==> src/rtl/imem_pkg.sv <==
// Shared constants and state encoding for the instruction-memory boot loader.
package imem_pkg;

   localparam int unsigned IMEM_DEPTH = 256;
   localparam logic [31:0] NOP_WORD   = 32'h0000_0013;

   typedef enum logic [2:0] {
      ST_IDLE  = 3'd0,
      ST_LOAD  = 3'd1,
      ST_DRAIN = 3'd2,
      ST_FILL  = 3'd3,
      ST_DONE  = 3'd4
   } loader_state_e;

endpackage

==> src/rtl/imem_csum.sv <==
// Wrapping 32-bit accumulator with synchronous clear and add enable.
module imem_csum (
   input  logic        clk,
   input  logic        rst_n,
   input  logic        clr,
   input  logic        add,
   input  logic [31:0] data,
   output logic [31:0] sum
);

   always_ff @(posedge clk or negedge rst_n) begin
      if (!rst_n) begin
         sum <= '0;
      end else if (clr) begin
         sum <= '0;
      end else if (add) begin
         sum <= sum + data;
      end
   end

endmodule

==> src/rtl/imem_loader.sv <==
// Boot loader: streams a program image into instruction memory, pads with NOPs,
// then releases the core. IMEM_LOADER_CHECKSUM_EN adds a running word checksum.
module imem_loader
   import imem_pkg::*;
#(
   parameter int unsigned DEPTH    = IMEM_DEPTH,
   parameter logic [31:0] NOP_WORD = imem_pkg::NOP_WORD
) (
   input  logic                       clk,
   input  logic                       rst_n,
   input  logic                       start,
   input  logic                       s_valid,
   output logic                       s_ready,
   input  logic [31:0]                s_data,
   input  logic                       s_last,
   output logic                       mem_we,
   output logic [$clog2(DEPTH)-1:0]   mem_waddr,
   output logic [31:0]                mem_wdata,
   output logic                       core_rst_n,
   output logic                       busy,
   output logic                       done,
   output logic                       err,
   output logic [$clog2(DEPTH):0]     words_loaded,
   output logic [31:0]                checksum
);

   localparam int unsigned AW = $clog2(DEPTH);
   localparam int unsigned CW = AW + 1;
   localparam logic [AW-1:0] LAST_IDX = AW'(DEPTH - 1);

   loader_state_e state;
   loader_state_e state_next;
   logic [AW-1:0] ptr;
   logic          load_start;
   logic          stream_we;
   logic          at_last;

   assign at_last    = (ptr == LAST_IDX);
   assign load_start = start && ((state == ST_IDLE) || (state == ST_DONE));
   assign stream_we  = (state == ST_LOAD) && s_valid;

   always_ff @(posedge clk or negedge rst_n) begin
      if (!rst_n) begin
         state <= ST_IDLE;
      end else begin
         state <= state_next;
      end
   end

   always_comb begin
      state_next = state;
      case (state)
         ST_IDLE:  if (start) state_next = ST_LOAD;
         ST_LOAD: begin
            if (s_valid) begin
               if (s_last)       state_next = at_last ? ST_DONE : ST_FILL;
               else if (at_last) state_next = ST_DRAIN;
            end
         end
         ST_DRAIN: if (s_valid && s_last) state_next = ST_DONE;
         ST_FILL:  if (at_last) state_next = ST_DONE;
         ST_DONE:  if (start) state_next = ST_LOAD;
         default:  state_next = ST_IDLE;
      endcase
   end

   // Status decodes come from registered state only; the write port follows the accepted beat.
   always_comb begin
      s_ready    = 1'b0;
      busy       = 1'b0;
      done       = 1'b0;
      core_rst_n = 1'b0;
      mem_we     = 1'b0;
      mem_waddr  = ptr;
      mem_wdata  = '0;
      case (state)
         ST_LOAD: begin
            s_ready   = 1'b1;
            busy      = 1'b1;
            mem_we    = s_valid;
            mem_wdata = s_data;
         end
         ST_DRAIN: begin
            s_ready = 1'b1;
            busy    = 1'b1;
         end
         ST_FILL: begin
            busy      = 1'b1;
            mem_we    = 1'b1;
            mem_wdata = NOP_WORD;
         end
         ST_DONE: begin
            done       = 1'b1;
            core_rst_n = 1'b1;
         end
         default: ;
      endcase
   end

   // Pointer holds at the top index rather than wrapping.
   always_ff @(posedge clk or negedge rst_n) begin
      if (!rst_n) begin
         ptr          <= '0;
         err          <= 1'b0;
         words_loaded <= '0;
      end else if (load_start) begin
         ptr          <= '0;
         err          <= 1'b0;
         words_loaded <= '0;
      end else begin
         if (mem_we && !at_last) begin
            ptr <= ptr + AW'(1);
         end
         if (stream_we && (words_loaded != CW'(DEPTH))) begin
            words_loaded <= words_loaded + CW'(1);
         end
         if (stream_we && !s_last && at_last) begin
            err <= 1'b1;
         end
      end
   end

`ifdef IMEM_LOADER_CHECKSUM_EN
   imem_csum u_csum (
      .clk   (clk),
      .rst_n (rst_n),
      .clr   (load_start),
      .add   (stream_we),
      .data  (s_data),
      .sum   (checksum)
   );
`else
   assign checksum = '0;
`endif

endmodule
==> config.mk <==
export PLATFORM = sky130hd
export DESIGN_NAME = imem_loader
export DESIGN_NICKNAME = d
export VERILOG_FILES = /design/src/rtl/imem_pkg.sv /design/src/rtl/imem_csum.sv /design/src/rtl/imem_loader.sv
export SDC_FILE = /design/constraint.sdc
export NUM_CORES = 1
export LEC_CHECK = 0
export CAP_MARGIN = 10
export CORE_UTILIZATION = 34
export CTS_BUF_LIST = sky130_fd_sc_hd__clkbuf_8
export DETAILED_ROUTE_END_ITERATION = 12
export MAX_ROUTING_LAYER = met4
export PLACE_DENSITY_LB_ADDON = 0.2
export REMOVE_ABC_BUFFERS = 1
export SLEW_MARGIN = 25
export SYNTH_ARGS = -nofsm -noshare
export SYNTH_HDL_FRONTEND = slang
export SYNTH_SLANG_ARGS = --single-unit
==> constraint.sdc <==
create_clock -name clk -period 1.9 [get_ports clk]
set_input_delay 0.38 -clock clk [delete_from_list [all_inputs] [get_ports clk]]
set_output_delay 0.38 -clock clk [all_outputs]
set_load 0.05 [all_outputs]
### The metal 2 layer

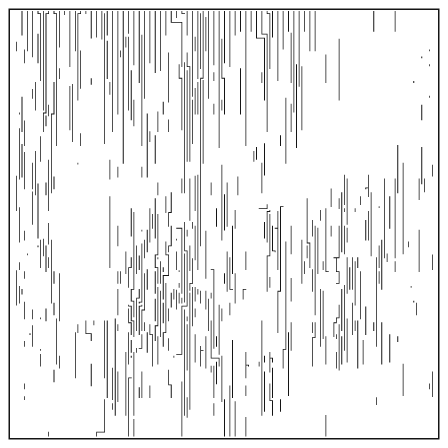
wire length on this layer = 2530 um
main direction = vertical
share of all routed wire = 51%
nets with wire on the layer = 284
M2 GR Usage: 0.295
total vias in the final route: 1724

### Congestion heat map

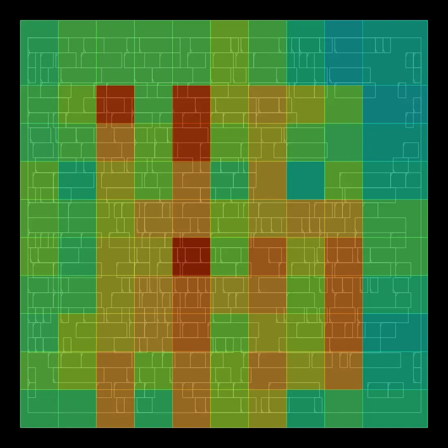
global-route track usage on met3: 0.0412
routing usage on met1: 0.238

==> notes.md <==
Numbers from the implementation run.

From synthesis to final layout, the design area changed by 77.2%. The global-route wire length before repair is about 7600 um. The overall die size recorded for this design is 5460 um2. The maximum resistive drop on vdd is between 800 and 900 uV. Routability-driven placement finished with a final weighted congestion of slightly below 0.8. The most frequent cell on the critical path is buf_6. Of the total synthesized cell area, the portion taken by AND, OR, NAND and NOR gates is 0.321. The detailed-router iteration count before antenna repair is 4. The number of cells after detailed placement is between 300 and 400. In this run the remaining antenna-violating nets after routing total 0.

The leakage power is 1.42 nW. The diode insertion count for antenna repair is 0. The worst-case reg-to-reg setup slack stands at about 0.25 ns. The number of enable-type register cells in the synthesized netlist is 0.

The chip area in the Yosys report is ~1800 um2. The area taken by flip-flops and latches is roughly 530 um2. The number of clock buffers inserted by TritonCTS is 3. The initial antenna violation count is 0. TritonCTS built the clock tree. The buffer_ports step reported a buffer count of around 91.

The run finished with clean final reports. STA reports the tightest min-delay check as being of type in2async. In the post-route report, total wirelength is listed as just under 5000 um.

In this run the standard cell core region covers about 4800 um2. Per the synthesis report, the AND-OR/OR-AND share of the synthesized area is 0.114. The total DRC errors in the routed layout is 0. The number of cells on the worst reg-to-reg path is 6. The clock tree root buffer cell is clkbuf_8. The type of origin of the critical path is a flop. The fraction of the core area occupied by cells at floorplan is 0.362. The signal on the critical path passes through nor3b_4, buf_6, buf_6, and2_1, buf_12.

Grouping stages by cell kind, the critical path spends the most delay in flip-flops. The portion of synthesized area spent on multiplexers is 0.0285. Setup violations remaining at the end of the flow were counted as 0.

The critical path endpoint category is an output pin. The STA report counts the stages on the worst setup path as 5. The flip-flop count of the largest register, all copies and words added is 9. The mapped netlist covers about 1800 um2. The cell count after synthesis is 209.

The minimum setup slack in the final design is ~0.0016 ns. The number of global-route vias before repair was approximately 1600.
### Metal 1

Cells faint in the background.
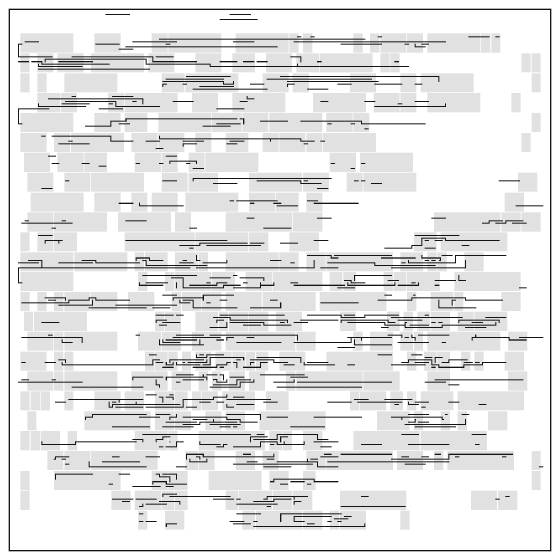
wire length on this layer = 2020 um
nets with wire on the layer = 269
share of all routed wire = 41%

==> cell usage in the layout, fill, tap and decap left out, types with 6 or more instances in the layout <==
cell | synthesis | final
clkdlybuf4s50_1 | 0 | 36
nand3_1 | 8 | 8
xnor2_1 | 6 | 6
and2_1 | 30 | 20
nor2_1 | 23 | 22
buf_4 | 34 | 28
dfrtp_1 | 21 | 19
and2_4 | 0 | 10
inv_1 | 7 | 7
conb_1 | 1 | 32
nand2_1 | 14 | 14
buf_12 | 0 | 37
==> power by group <==
group	leakage, nW	switching [mW]	internal [mW]
Clock	0.0255	0.157	0.146
Sequential	0.268	0.231	0.596
Combinational	1.13	2.37	1.76
Total	1.42	2.76	2.50
==> metrics by stage <==
step | hold WS [ns] | utilization
floorplan | 0.0844 | -
global placement | 0.504 | 0.616
detailed placement | 0.502 | 0.616
CTS | 0.456 | 0.627
global route | 0.490 | 0.642
finish | 0.451 | 0.642
==> what timing repair did <==
| item | in CTS | in global routing |
|---|---|---|
| pin swaps | 0 | 9 |
| endpoints found under the hold margin | 0 | 0 |
| gates resized | 3 | 19 |
| gates cloned | 0 | 2 |
| buffers inserted | 0 | 2 |
| setup endpoints to repair | 31 | 32 |
==> cell type report <==
| type | count | area share |
|---|---|---|
| Sequential cell | 21 | 0.170 |
| Clock inverter | 1 | 0.00161 |
| Multi-Input combinational cell | 171 | 0.344 |
| Clock buffer | 3 | 0.0133 |
| Inverter | 7 | 0.00844 |
| Timing Repair Buffer | 105 | 0.436 |
| Tap cell | 67 | 0.0269 |
==> layer usage <==
metal / wire, um / up-vias / global-route usage
met5: 0 / - / -
met4: 80 / 0 / 0.0513
met3: 313 / 6 / 0.0412
met2: 2530 / 87 / 0.295
met1: 2020 / 800 / 0.238
li1: - / 831 / -
No activity file was given, so power comes from the tool's default toggle rates.
